<file path="src/rtl/control_unit_mc.sv">
// Multi-cycle control FSM for the 16-bit processor: opcode decode into one-hot datapath strobes,
// with memory-stall hold, hazard stall and a timed ALU handshake. Optional interrupt entry under CU_IRQ_EN.
module control_unit_mc #(
  parameter int OPCODE_W    = 6,
  parameter int FLAG_W      = 4,
  parameter int ALU_TIMEOUT = 16,
  parameter int STATE_W     = 5
) (
  input  logic                clk,
  input  logic                reset,
  input  logic                start,
  input  logic [OPCODE_W-1:0] opcode,
  input  logic                reg_s,
  input  logic                acc_s,
  input  logic [FLAG_W-1:0]   flags,
  input  logic                hazard,
  input  logic                mem_stall,
  input  logic                alu_ready,
`ifdef CU_IRQ_EN
  input  logic                irq,
  output logic                irq_ack,
`endif
  output logic                move,
  output logic                store,
  output logic                branch,
  output logic                pop,
  output logic                push,
  output logic                stall,
  output logic                str_rez,
  output logic                load_y,
  output logic                load_x,
  output logic                acc_opx,
  output logic                acc_opy,
  output logic                done,
  output logic                reset_cu,
  output logic                error,
  output logic [STATE_W-1:0]  state
);

  typedef enum logic [4:0] {
    IDLE = 5'd0, LOAD_Y = 5'd1, LOAD_X = 5'd2, STORE = 5'd3, BRANCH = 5'd4,
    ALU = 5'd5, MOV_Y = 5'd6, ACC_Y = 5'd7, MOV_X = 5'd8, ACC_X = 5'd9,
    PUSH = 5'd10, POP_Y = 5'd11, POP_X = 5'd12, DONE = 5'd13, NOP = 5'd14,
    STALL = 5'd15, ALU_WAIT = 5'd16, ERROR = 5'd17, IRQ = 5'd18
  } st_e;

  localparam int CNT_W = (ALU_TIMEOUT > 2) ? $clog2(ALU_TIMEOUT) : 1;

  st_e              cur, nxt;
  logic [CNT_W-1:0] cnt, cnt_nxt;
  logic             decide, mem_st;

  function automatic st_e decode(input logic [OPCODE_W-1:0] op, input logic rs, input logic as,
                                 input logic [FLAG_W-1:0] fl);
    int unsigned v;
    v = 32'(op);
    decode = rs ? POP_Y : POP_X;
    if (op == {OPCODE_W{1'b1}}) decode = NOP;
    case (v)
      32'h00:                                       decode = DONE;
      32'h01:                                       decode = rs ? LOAD_Y : LOAD_X;
      32'h02:                                       decode = STORE;
      32'h03, 32'h04, 32'h05, 32'h06:               decode = NOP;
      32'h07:                                       decode = BRANCH;
      32'h08, 32'h09, 32'h18, 32'h19:               decode = NOP;
      32'h0A, 32'h0B, 32'h0C, 32'h0D, 32'h0E, 32'h0F,
      32'h11, 32'h12, 32'h13, 32'h14, 32'h15,
      32'h1A, 32'h1B:                               decode = ALU;
      32'h16, 32'h17:                               decode = ALU_WAIT;
      32'h10: case ({rs, as})
                2'b11:   decode = ACC_Y;
                2'b10:   decode = MOV_Y;
                2'b01:   decode = ACC_X;
                default: decode = MOV_X;
              endcase
      32'h1C:                                       decode = PUSH;
      default: ;
    endcase
    // conditional branches only exist for implemented flag bits; the rest fall through as NOP
    for (int i = 0; i < FLAG_W; i++)
      if (v == 32'(3 + i)) decode = fl[i] ? BRANCH : NOP;
  endfunction

  always_ff @(posedge clk or posedge reset) begin
    if (reset) begin
      cur <= IDLE;
      cnt <= '0;
    end else begin
      cur <= nxt;
      cnt <= cnt_nxt;
    end
  end

  assign mem_st = (cur inside {LOAD_Y, LOAD_X, STORE, PUSH, POP_Y, POP_X});

  always_comb begin
    nxt     = cur;
    cnt_nxt = cnt;
    decide  = 1'b0;
    if (cur == IDLE)             decide = start;
    else if (cur == DONE)        nxt = IDLE;
    else if (cur == ERROR)       nxt = ERROR;
    else if (mem_st && mem_stall) nxt = cur;
    else if (cur == ALU_WAIT) begin
      if (alu_ready)                           decide = 1'b1;
      else if (cnt == CNT_W'(ALU_TIMEOUT - 1)) nxt = ERROR;
      else                                     cnt_nxt = cnt + 1'b1;
    end else                     decide = 1'b1;

    if (decide) begin
      if (hazard) nxt = STALL;
`ifdef CU_IRQ_EN
      else if (irq && cur != IDLE) nxt = IRQ;
`endif
      else begin
        nxt = decode(opcode, reg_s, acc_s, flags);
        if (nxt == ALU_WAIT) cnt_nxt = '0;
      end
    end
  end

  always_comb begin
    reset_cu = (cur == IDLE);
    move     = (cur == MOV_Y) || (cur == MOV_X);
    store    = (cur == STORE) || (cur == PUSH);
    branch   = (cur == BRANCH) || (cur == IRQ);
    push     = (cur == PUSH) || (cur == IRQ);
    pop      = (cur == POP_Y) || (cur == POP_X);
    load_y   = (cur == LOAD_Y) || (cur == POP_Y);
    load_x   = (cur == LOAD_X) || (cur == POP_X);
    acc_opy  = (cur == MOV_Y) || (cur == ACC_Y);
    acc_opx  = (cur == MOV_X) || (cur == ACC_X);
    done     = (cur == DONE);
    error    = (cur == ERROR);
    // result strobe in ALU_WAIT follows alu_ready combinationally
    str_rez  = (cur == ALU) || (cur == MOV_Y) || (cur == MOV_X) || ((cur == ALU_WAIT) && alu_ready);
    stall    = (cur == STALL) || (cur == ALU_WAIT) || (mem_st && mem_stall);
  end

`ifdef CU_IRQ_EN
  assign irq_ack = (cur == IRQ);
`endif

  assign state = STATE_W'(cur);

endmodule

</file>
<file path="config.mk">
export PLATFORM = sky130hd
export DESIGN_NAME = control_unit_mc
export DESIGN_NICKNAME = d
export VERILOG_FILES = /design/src/rtl/control_unit_mc.sv
export SDC_FILE = /design/constraint.sdc
export NUM_CORES = 1
export LEC_CHECK = 0
export CAP_MARGIN = 20
export CORE_AREA = 2 2 74 76
export DETAILED_ROUTE_END_ITERATION = 8
export DIE_AREA = 0 0 76 78
export PLACE_DENSITY_LB_ADDON = 0.08
export SYNTH_ARGS = -nofsm -noshare
export SYNTH_HDL_FRONTEND = slang
export SYNTH_SLANG_ARGS = --single-unit
</file>
<file path="constraint.sdc">
create_clock -name clk -period 5.08 [get_ports clk]
set_input_delay 0.508 -clock clk [delete_from_list [all_inputs] [get_ports clk]]
set_output_delay 0.508 -clock clk [all_outputs]
set_load 0.1 [all_outputs]
</file>
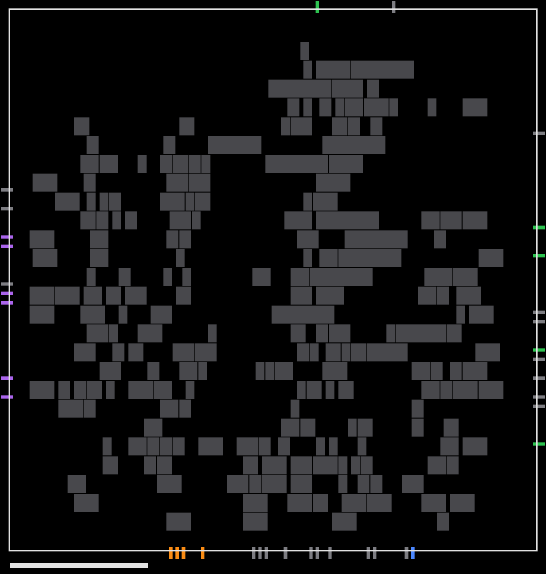
**Above:** run 1 (ports around the boundary).
Bar = 20 um. Pins as bars across the die edge, other pins in gray.
legend:
  state:
    color: green
    pins: 5
    direction: output
    edge: 4 east, 1 north
  opcode:
    color: purple
    pins: 6
    direction: input
    edge: west
  flags:
    color: orange
    pins: 4
    direction: input
    edge: south
  acc_opy:
    color: blue
    pins: 1
    direction: output
    edge: south
die outline height: 78 um
input/output buffers: 36

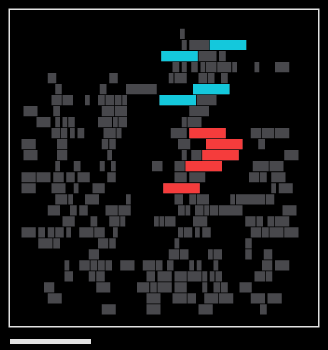
**Above:** run 1 (sequential cells colored by netlist name).
Bar = 20 um. Other cells in gray.
legend:
  state:
    color: red
    flops: 5
  cnt:
    color: cyan
    flops: 4
    where: north
Seq. pwr: 198 uW
core occupancy in the finished layout: 0.346
sequential cell area: 225 um^2
register share of the cell area: 0.129

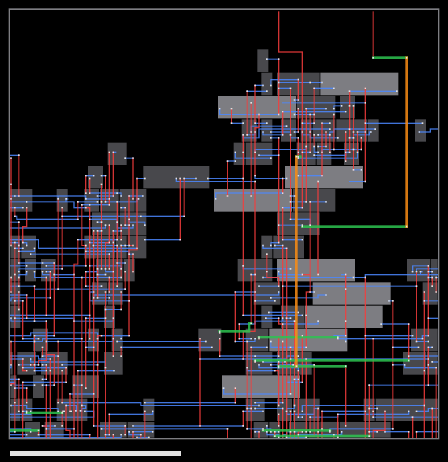
**Above:** run 1 (a small window of the routed layout).
Bar = 20 um. Region (13, 28) to (63, 78) um. Cells in gray, sequential cells in the stronger gray; small squares are vias.
legend:
  metal 3:
    color: green
  metal 4:
    color: orange
  metal 2:
    color: red
  metal 1:
    color: blue
most frequent: nor2_1 (10), nand2_1 (9), dfrtp_1 (9)
sequential cells in the window: 9
cells with their middle in the window: 94
netlist names of flops here include: state (5), cnt (4)

[run 1: cell families (layout without fill, tap and decap cells)]
group	count (synthesis)	after routing	share of synthesized area
adders and majority gates	1	1	0.00940
buffers and inverters	23	48	0.0808
xor gates and xnor gates	5	5	0.0329
and+or+nand+nor	90	90	0.383
muxes	3	3	0.0235
DFF	9	9	0.169
AOI/OAI and AO/OA	57	57	0.301
[run 1: path summary, 6_finish.rpt]
kind                       cells after the start  slack [ns]       end     start
max                                            6        1.64   str_rez  state[4]
min                                            2        0.55    cnt[0]     reset
max reg2reg                                    5        2.71  state[4]  state[2]
min reg2reg                                    2        0.56    cnt[1]    cnt[1]
max in group asynchronous                      2        4.27  state[4]     reset
min in group clk                               2        0.56    cnt[1]    cnt[1]
[run 1: worst max-delay path, cell delays in order (launching register included)]
cell,delay (ns)
dfrtp_1,0.69
nor2b_1,0.32
nand3b_1,0.12
a21oi_1,0.15
a31oi_1,0.06
o21ai_0,0.20
clkdlybuf4s50_1,1.16
[run 1: per-stage QoR]
stage | power, mW | util | worst slack (ns)
2_1_floorplan | 0.870 | - | 0.728
3_3_place_gp | 1.03 | 0.337 | 1.86
3_5_place_dp | 1.04 | 0.337 | 1.84
4_1_cts | 1.12 | 0.346 | 1.65
5_1_grt | 1.19 | 0.346 | 1.46
6_report | 1.12 | 0.346 | 1.64
[run 1: where the power goes]
part	switching (mW)	internal, mW
Clock	0.0274	0.0546
Combinational	0.599	0.244
Sequential	0.101	0.0966
Total	0.727	0.395
[run 1: registers in the layout (all words and copies together) (netlist names)]
register  flops
cnt           4
state         5
[run 1: synthesized netlist by cell type (5+ instances only)]
| cell | number | share of area |
|---|---|---|
| clkbuf_1 | 10 | 0.028 |
| nor3_1 | 13 | 0.049 |
| nor2_1 | 18 | 0.051 |
| nand2b_1 | 5 | 0.023 |
| nand2_1 | 16 | 0.045 |
| inv_1 | 8 | 0.023 |
| nand3_1 | 7 | 0.026 |
| dfrtp_1 | 9 | 0.17 |
| nand3b_1 | 5 | 0.028 |
| a21oi_1 | 15 | 0.056 |
| o21ai_0 | 8 | 0.030 |
[run 1: cell type report]
type | count | area (um^2)
fill | 554 | 3300
tap | 70 | 87.6
multi-input combinational | 156 | 998
timing repair buffer | 36 | 360
sequential | 9 | 225
clock buffer | 4 | 45.0
inverter | 8 | 30.0
[run 1: routing by layer]
metal / vias up / wire length, um
met1: 723 / 1910
met3: 4 / 180
met5: - / 0
li1: 755 / -
met2: 43 / 1980
met4: 0 / 44
==> run summary, run 1 <==
Synthesis and PnR results.

- The run finished with clean final reports.
- For this design, the sink count on the clock tree is 9.
- The floorplan has 26 rows.
- The count of cell types in the netlist is 55.
- The total of flip-flops plus latches after synthesis reads 9.
- The finished design was reported to have a net count of 233.
- The number of cell instances after yosys synthesis is 188.
- The critical path launch point type is a flip-flop.
- The total cell area at the placement stage reads 1700 um^2.
- The worst hold slack after final layout is 0.553 ns.
- The layout-stage area growth over the synthesis result reads 31.2%.
- The yosys stat chip area reads 1330 um^2.
- Per the OpenROAD floorplan log, the area of the die is 5930 um^2.
- The number of buffers between clock root and the deepest sink is 2.
- The post-layout period usage of the worst path reads 0.677.
- The netlist area before placement reads 1330 um^2.
- The count of buffers added by post-CTS timing repair for setup is 0.
- For this run the detailed placement stage logged an HPWL of 3.04 mm.
- The H-tree level count reads 1.
- The clock edge transition at the registers on the reported setup and hold paths reads 0.05 ns.
- The wire length of the first global-routing pass reads 7.09 mm.
- Summed over all cells, the static leakage comes to 0.636 nW.
- Summed over all layers, the global routing overflow is 0.
- The die outline width reads 76 um.
- The boundary pin count reads 37.
- The number of gates resized after CTS was 0.
- The worst-margin pin slew is 0.998 ns.
- The number of CTS-inserted buffers is 3.
- The met1 global-route usage is 0.185.
- Leaving out fill and tap cells, the most frequent cell in the layout is clkdlybuf4s50_1.
- The count of placed standard cells in the final layout, fillers left out reads 283.
- The met3 global-route usage reads 0.0116.
- The cell area after layout reads 1750 um^2.
- In the synthesized netlist, the number of instances is 188.
- The global router reports that the layer with the highest usage is met2.
- Setup repair after global routing left no endpoint under its margin.
- The final setup skew reads 0.000750 ns.
- In the log, the iteration count for the first detailed-route pass is 4.
- The number of warnings reported in the stage logs is 26.
- The met2 global-route usage reads 0.244.
- Static timing analysis puts the maximum clock frequency at 291 MHz.
- The overall routing resource usage is 0.140.
- At the worst endpoint, the required time is 4.57 ns.
- For this sky-water flow run, the detailed-routed wirelength per cell is reported as 14.5 um.
- The per-instance average area after synthesis reads 7.08 um^2.
- The final timing report counts setup violations totalling 0.
- The maximum number of pins on one net before global-route repair is 24.
- The residual antenna-violating net count after detailed routing is 0.
- The number of enable-type register cells in the synthesized netlist reads 0.
- The sequential share of the synthesized area reads 0.169.
- Summed over all layers, the routed wires come to 4.11 mm.
- The element type at the critical path end reads an output port.
- The kind of path behind the tightest hold check reads primary input to asynchronous set/reset pin.
- For this configuration, the core starts out at a cell density of 0.264.
- The final hold violation count recorded for this run is 0.
**Run 1: signal wires on met1**

Bar = 20 um.
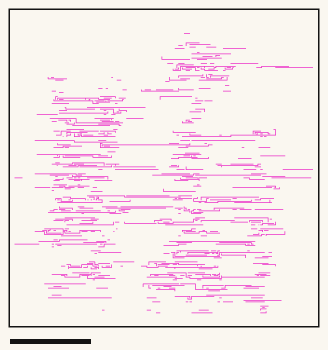

==> inputs of run 2 (changes only) <==
==> constraint.sdc (replaced) <==
create_clock -name clk -period 2.8 [get_ports clk]
set_input_delay 0.28 -clock clk [delete_from_list [all_inputs] [get_ports clk]]
set_output_delay 0.28 -clock clk [all_outputs]
set_load 0.1 [all_outputs]
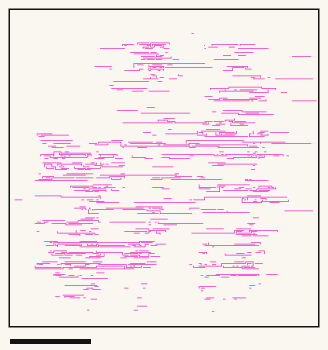
**Above:** run 2 (signal wires on met1).
Bar = 20 um.
share of all routed wire: 44%
nets with wire on the layer: 213
main direction: horizontal
longest straight run: 21.2 um
wire length on this layer: 1830 um
routing usage on met1: 0.176
routed vias: 1555
total routed wirelength: 4.20 mm

==> run 2 against run 1 <==
Compared with the run above:
- first-iteration DRC count decreased by 78%
- hold slack got worse by 0.23 ns
- clock-buffer cell count unchanged
- synthesized area unchanged
- wire length increased by 2.2%
- synthesized cell count unchanged
- power increased by 100%
- clock skew about the same
- via count increased by 2.0%
- clock power increased by 77%
- final cell count increased by 3.5%
- register-to-register slack got worse by 2.1 ns
==> run summary, run 2 <==
Synthesis and PnR results.

- The run finished with clean final reports.
- The leakage power was 0.744 nW (+17%).
- Counting tap cells, the placed design contains a total of 289 instances.
- The number of warning messages in the logs was 27 (+3.8%).
- The die boundary height came to 78 um (unchanged).
- The count of instances resized after the clock tree is built was 0 (unchanged).
- Summed over all instances, the cell type with the most area after synthesis is dfrtp_1.
- The count of cell types in the netlist is 55 (unchanged).
- The data required time of the critical path is 2.89 ns (-1.68 ns).
- The worst path arrival time reads 2.40 ns.
- Setup repair after global routing left no endpoint under its margin.
- The wire length of the first global-routing pass is 7.16 mm (+0.97%).
- The overall routing resource usage is 0.146 (+0.00599).
- The simple-gate portion of the synthesized area came to 0.383 (unchanged).
- STA classifies the critical path startpoint as a primary input.
- The number of max-slew violations in the final report is 0.
- The clock edge transition at the registers on the reported setup and hold paths is 0.04 ns (about the same).
- The buffer type at the clock tree root reads clkbuf_8.
- The number of antenna violations at the first check in global routing is 0.
- The placer congestion estimate is 0.830.
- The count of placed standard cells in the final layout, fillers left out was 293 (+3.5%).
- The top logic cell family in the synthesized netlist reads simple AND/OR/NAND/NOR gates.
- The post-synthesis adder-cell area fraction is 0.00940 (unchanged).
- In the post-synthesis netlist, the biggest area contributors are dfrtp_1, a21oi_1, nor2_1.
- The post-layout net count reads 243 (+4.3%).
- The multiplexer area fraction after synthesis reads 0.0235 (unchanged).
- The wire length per cell is 14.3 um (-1.3%).
- The H-tree level count reads 1 (unchanged).
- The worst setup slack after placement was 0.323 ns (-1.52 ns).
- The type of the worst setup path is primary input to flip-flop.
- The cell with the most instances after synthesis is nor2_1.
- The number of buffers between clock root and the deepest sink came to 2 (unchanged).
- The count of buffers added by post-CTS timing repair for setup is 0 (unchanged).
- The HPWL reported at the end of detailed placement is 3.36 mm (+10%).
- The element type at the critical path end reads a flip-flop.
- The total grt overflow reads 0 (unchanged).
- The layout-stage area growth over the synthesis result reads 43.1%.
- The standard-cell row count is 26 (unchanged).
- The yosys stat chip area is 1330 um^2 (unchanged).
- The register cell area after layout is 226 um^2 (+0.56%).
- The number of flip-flops in the largest register reads 5 (unchanged).
- The share of the synthesized area in the top cell type reads 0.169 (unchanged).
- The netlist area before placement is 1330 um^2 (unchanged).
- The number of search-and-repair iterations in the first detailed-routing pass reads 4 (unchanged).
- The number of enable-type register cells in the synthesized netlist is 0 (unchanged).
- The residual antenna-violating net count after detailed routing is 0 (unchanged).
- The per-instance average area after synthesis came to 7.08 um^2 (unchanged).
- The top cell type in the final layout, fill and taps aside, is buf_4.
- The number of cell instances after yosys synthesis was 188 (unchanged).
- The sequential share of the synthesized area is 0.169 (unchanged).
- The total of flip-flops plus latches after synthesis reads 9 (unchanged).
- The area used by multi-input combinational logic is 1080 um^2 (+8.0%).
- Power spread over the standard cell area amounts to 1180 nW/um^2.
- The worst-margin pin slew reads 0.503 ns (-0.496 ns).
- The main flop type after synthesis reads dfrtp_1.
- The number of fillers in the final layout came to 543 (-2.0%).
- The final hold violation count is 0 (unchanged).
- The total cell area at the placement stage is 1860 um^2 (+9.3%).
- The number of CTS-inserted buffers is 3 (unchanged).
- The final setup skew reads 0.000847 ns (+0.0000971 ns).
- The floorplan-stage core utilization was 0.264 (unchanged).
- The cell area after layout is 1910 um^2 (+9.1%).
- The count of final setup violators reads 0 (unchanged).
- The post-layout period usage of the worst path reads 0.823.
- The kind of path behind the tightest hold check reads primary input to asynchronous set/reset pin.
- The chip area is 5930 um^2 (unchanged).
- The total number of yosys warnings is 0.
- The die outline width came to 76 um (unchanged).
- The fmax reads 434 MHz.
- The post-synthesis share of cell area spent on and-or and or-and gates is 0.301 (unchanged).
- The CTS tree is yes.
- The maximum number of pins on one net before global-route repair reads 23 (-4.2%).
- Per the synth stats, the proportion of register bits with asynchronous set or reset is 1.00.
- The number of clock sinks seen by CTS is 9 (unchanged).
- For reference, the top cells by count after synthesis are nor2_1, nand2_1, a21oi_1, nor3_1, clkbuf_1.
- The xor/xnor cell area share of the yosys netlist reads 0.0329 (unchanged).
- The area inside the core boundary is 5040 um^2.
- The number of buffer cells added on primary ports is 36 (unchanged).
- The slack of the critical path came to 0.495 ns (-1.15 ns).
- The power after layout was 2.24 mW (+100%).
- The number of cells produced by synthesis is 188 (unchanged).
- The boundary pin count was 37 (unchanged).
- The share of the core filled with cells reads 0.378 (+0.0315).
- The hold buffer count at cts is 0.
- The DRC violation total left in the routed layout is recorded as 0.
-- run 2: cell types whose count changed in the layout (fill, tap and decap cells not counted), moves of 2 or more --
cell,delta
nor3_2,+3
clkdlybuf4s50_1,-19
nor2_1,-3
nor3_1,-6
nor2_2,+2
nor3_4,+3
buf_4,+25
buf_12,+4
-- run 2: worst paths after layout --
path / end / startpoint / slack (ns) / depth (start not counted)
setup / recovery: state[1] / opcode[4] / 0.50 / 7
max in group asynchronous: state[2] / reset / 2.19 / 2
hold / removal: state[0] / reset / 0.33 / 2
hold reg to reg: cnt[1] / cnt[1] / 0.57 / 2
setup reg to reg: state[4] / state[0] / 0.58 / 7
min in group clk: cnt[1] / cnt[1] / 0.57 / 2
-- run 2: metrics by stage --
stage / TNS [ns] / hold WS [ns]
finish: 0 / 0.327
CTS: 0 / 0.332
detailed placement: 0 / 0.571
global placement: 0 / 0.538
floorplan: -1.31 / 0.108
global route: 0 / 0.366
-- run 2: routing by layer --
| metal | track usage | routed length (um) |
|---|---|---|
| met1 | 0.176 | 1830 |
| met2 | 0.264 | 2160 |
| met3 | 0.0198 | 151 |
| met4 | 0.0509 | 54 |
| met5 | 0 | 0 |
-- run 2: final cells by class --
cell class,instances,share of cell area
sequential,9,0.119
clock buffer,4,0.0236
inverter,8,0.0158
multi-input combinational,156,0.566
tap,70,0.0460
timing repair buffer,46,0.230
-- run 2: critical path, cell delays in order --
cell and delay [ns]:
clkdlybuf4s50_1 0.78, nor2_1 0.12, and3_1 0.20, o21ai_0 0.21
o2111ai_1 0.21, a2111oi_0 0.50, nor2_1 0.10
-- run 2: where the power goes --
group          switching [mW]  internal (mW)  leakage (nW)
logic                    1.27          0.554         0.611
clock network          0.0467         0.0988        0.0228
registers              0.0918          0.179         0.110
total                    1.41          0.832         0.744
-- run 2: cells by family after synthesis --
family                     after synthesis
buffers and inverters                   23
muxes                                    3
adders and majority gates                1
and+or+nand+nor                         90
xor gates and xnor gates                 5
AOI/OAI and AO/OA                       57
DFF                                      9
**Run 2: clock nets**

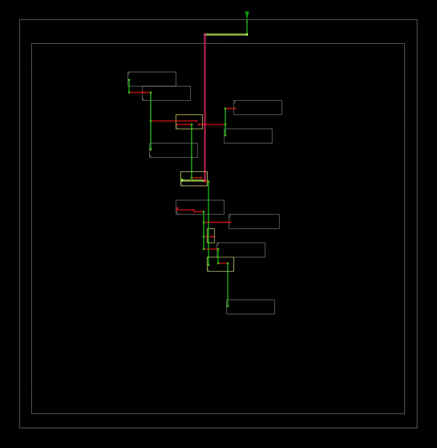

==> inputs of run 3 (changes only) <==
==> constraint.sdc (replaced) <==
create_clock -name clk -period 1.95 [get_ports clk]
set_input_delay 0.195 -clock clk [delete_from_list [all_inputs] [get_ports clk]]
set_output_delay 0.195 -clock clk [all_outputs]
set_load 0.1 [all_outputs]
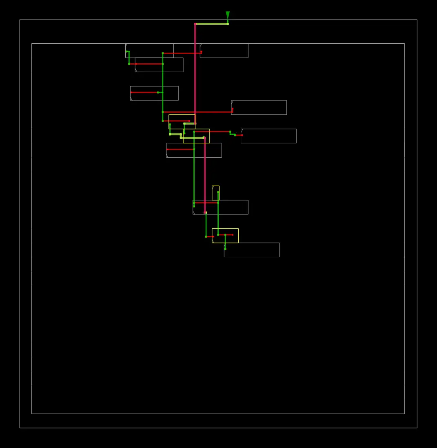
**Above:** run 3 (clock nets).
Latency at later pin: 0.23 ns
Seq cells: 9
CTS sink cnt: 9
clock tree skew after final layout: 0.000557 ns

==> run 3 against run 2 <==
Compared with the run above:
- the flow now finishes with violations (negative setup slack)
- sequential power rose by 37%
- sequential cell count unchanged
- register-to-register slack worse by 0.68 ns
- synthesized cell count stayed put
- combinational power is 110% higher
- wire length up 18%
- setup slack got worse by 0.59 ns
- critical path type is now flip-flop to flip-flop
==> run summary, run 3 <==
Synthesis and PnR results.

- The cell area after layout came to 2760 um^2 (+45%).
- The sequential share of the synthesized area is 0.169 (unchanged).
- The instance count after placement with tap cells included reads 341 (+18%).
- Ranked by instance count, the synthesized netlist is headed by nor2_1, nand2_1, a21oi_1, nor3_1, clkbuf_1.
- The DRC violation count after routing reads 0 (unchanged).
- The critical path goes through or4_4 -> nor3_4 -> or4_4 -> buf_4 -> buf_6 -> o2bb2ai_2 -> nor2_1.
- The final routed wirelength across all metal layers reads 4.97 mm (+18%).
- The H-tree level count reads 1 (unchanged).
- By startpoint and endpoint, the worst setup path is classified as flip-flop to flip-flop.
- The floorplan-stage core utilization is 0.264 (unchanged).
- The run finished, with violations left.
- The checks that failed: negative setup slack.
- The per-instance average area after synthesis is 7.08 um^2 (unchanged).
- For reference, the top cells by area after synthesis are dfrtp_1, a21oi_1, nor2_1.
- The final hold violation count reads 0 (unchanged).
- The number of buffers between clock root and the deepest sink is 2 (unchanged).
- The count of final setup violators was 10 (+10).
- The die outline width is 76 um (unchanged).
- The critical path's largest stage delay reads 0.60 ns (-0.18 ns).
- The clock edge transition at the registers on the reported setup and hold paths is 0.05 ns (about the same).
- The netlist area before placement reads 1330 um^2 (unchanged).
- The total cell area at the placement stage is 2550 um^2 (+37%).
- The cell with the most instances after synthesis is nor2_1.
- The number of enable-type register cells in the synthesized netlist reads 0 (unchanged).
- The boundary pin count reads 37 (unchanged).
- The total number of yosys warnings is 0 (unchanged).
- The synthesized design spends more area on one cell type than any other, namely dfrtp_1.
- The overall routing resource usage is 0.168 (+0.0225).
- The leakage power is 1.15 nW (+54%).
- The placer congestion estimate reads 0.834 (+0.52%).
- The slack of the critical path reads -0.0972 ns (-0.592 ns).
- The register cell area after layout was 244 um^2 (+7.7%).
- The layout-stage area growth over the synthesis result is 107%.
- The number of search-and-repair iterations in the first detailed-routing pass is 4 (unchanged).
- The number of CTS-inserted buffers is 3 (unchanged).
==> run 3: cell counts after synthesis <==
No cell type changed its count.
==> run 3: layer usage <==
metal	part of all wire	vias to the layer above	GRT usage
met5	0	-	0
met4	0.011	0	0.0364
met3	0.023	6	0.0105
met2	0.57	38	0.351
met1	0.40	854	0.183
li1	-	882	-
==> run 3: layout make-up <==
type	count	area share
inverter	8	0.0109
timing repair buffer	102	0.399
sequential	9	0.0884
multi-input combinational	156	0.453
clock buffer	4	0.0163
tap	70	0.0317
==> run 3: repair_timing <==
item / CTS / global route
hold buffers: 0 / 0
setup endpoints to repair: 14 / 13
resized: 18 / 20
pin swaps: 10 / 12
buffers inserted: 2 / 3
endpoints found under the hold margin: 0 / 0
==> run 3: cell families after synthesis <==
logic type | after synthesis | share of synthesized area
simple gates | 90 | 0.383
compound gates | 57 | 0.301
buf+inv | 23 | 0.0808
flops | 9 | 0.169
xor+xnor | 5 | 0.0329
mux | 3 | 0.0235
fa+ha+maj | 1 | 0.00940
==> run 3: power by group <==
group / internal (mW) / leakage [nW] / total [mW] / switching [mW]
sequential: 0.286 / 0.106 / 0.371 / 0.0851
combinational: 1.55 / 1.02 / 3.74 / 2.19
clock: 0.143 / 0.0228 / 0.221 / 0.0785
total: 1.98 / 1.15 / 4.34 / 2.35
==> run 3: path summary, 6_finish.rpt <==
| check | end | cells past startpoint | slack (ns) | from |
|---|---|---|---|---|
| worst max register to register | state[1] | 7 | -0.1 | state[0] |
| worst max-delay path | state[1] | 7 | -0.1 | state[0] |
| worst min register to register | cnt[1] | 2 | 0.57 | cnt[1] |
| worst min-delay path | state[2] | 2 | 0.23 | reset |
| min in group clk | cnt[1] | 2 | 0.57 | cnt[1] |
| max in group asynchronous | state[3] | 2 | 1.42 | reset |
==> run 3: stage by stage <==
step | setup slack (ns) | setup TNS [ns] | utilization | hold slack, ns
3_3_place_gp | -0.331 | -2.00 | 0.505 | 0.474
6_report | -0.0972 | -0.403 | 0.547 | 0.233
3_5_place_dp | -0.327 | -1.96 | 0.505 | 0.488
2_1_floorplan | -0.308 | -3.55 | - | 0.0230
5_1_grt | -0.165 | -1.33 | 0.547 | 0.262
4_1_cts | -0.0637 | -0.221 | 0.529 | 0.239
Power figures rest on the tool's default switching activity, not on a simulated workload.
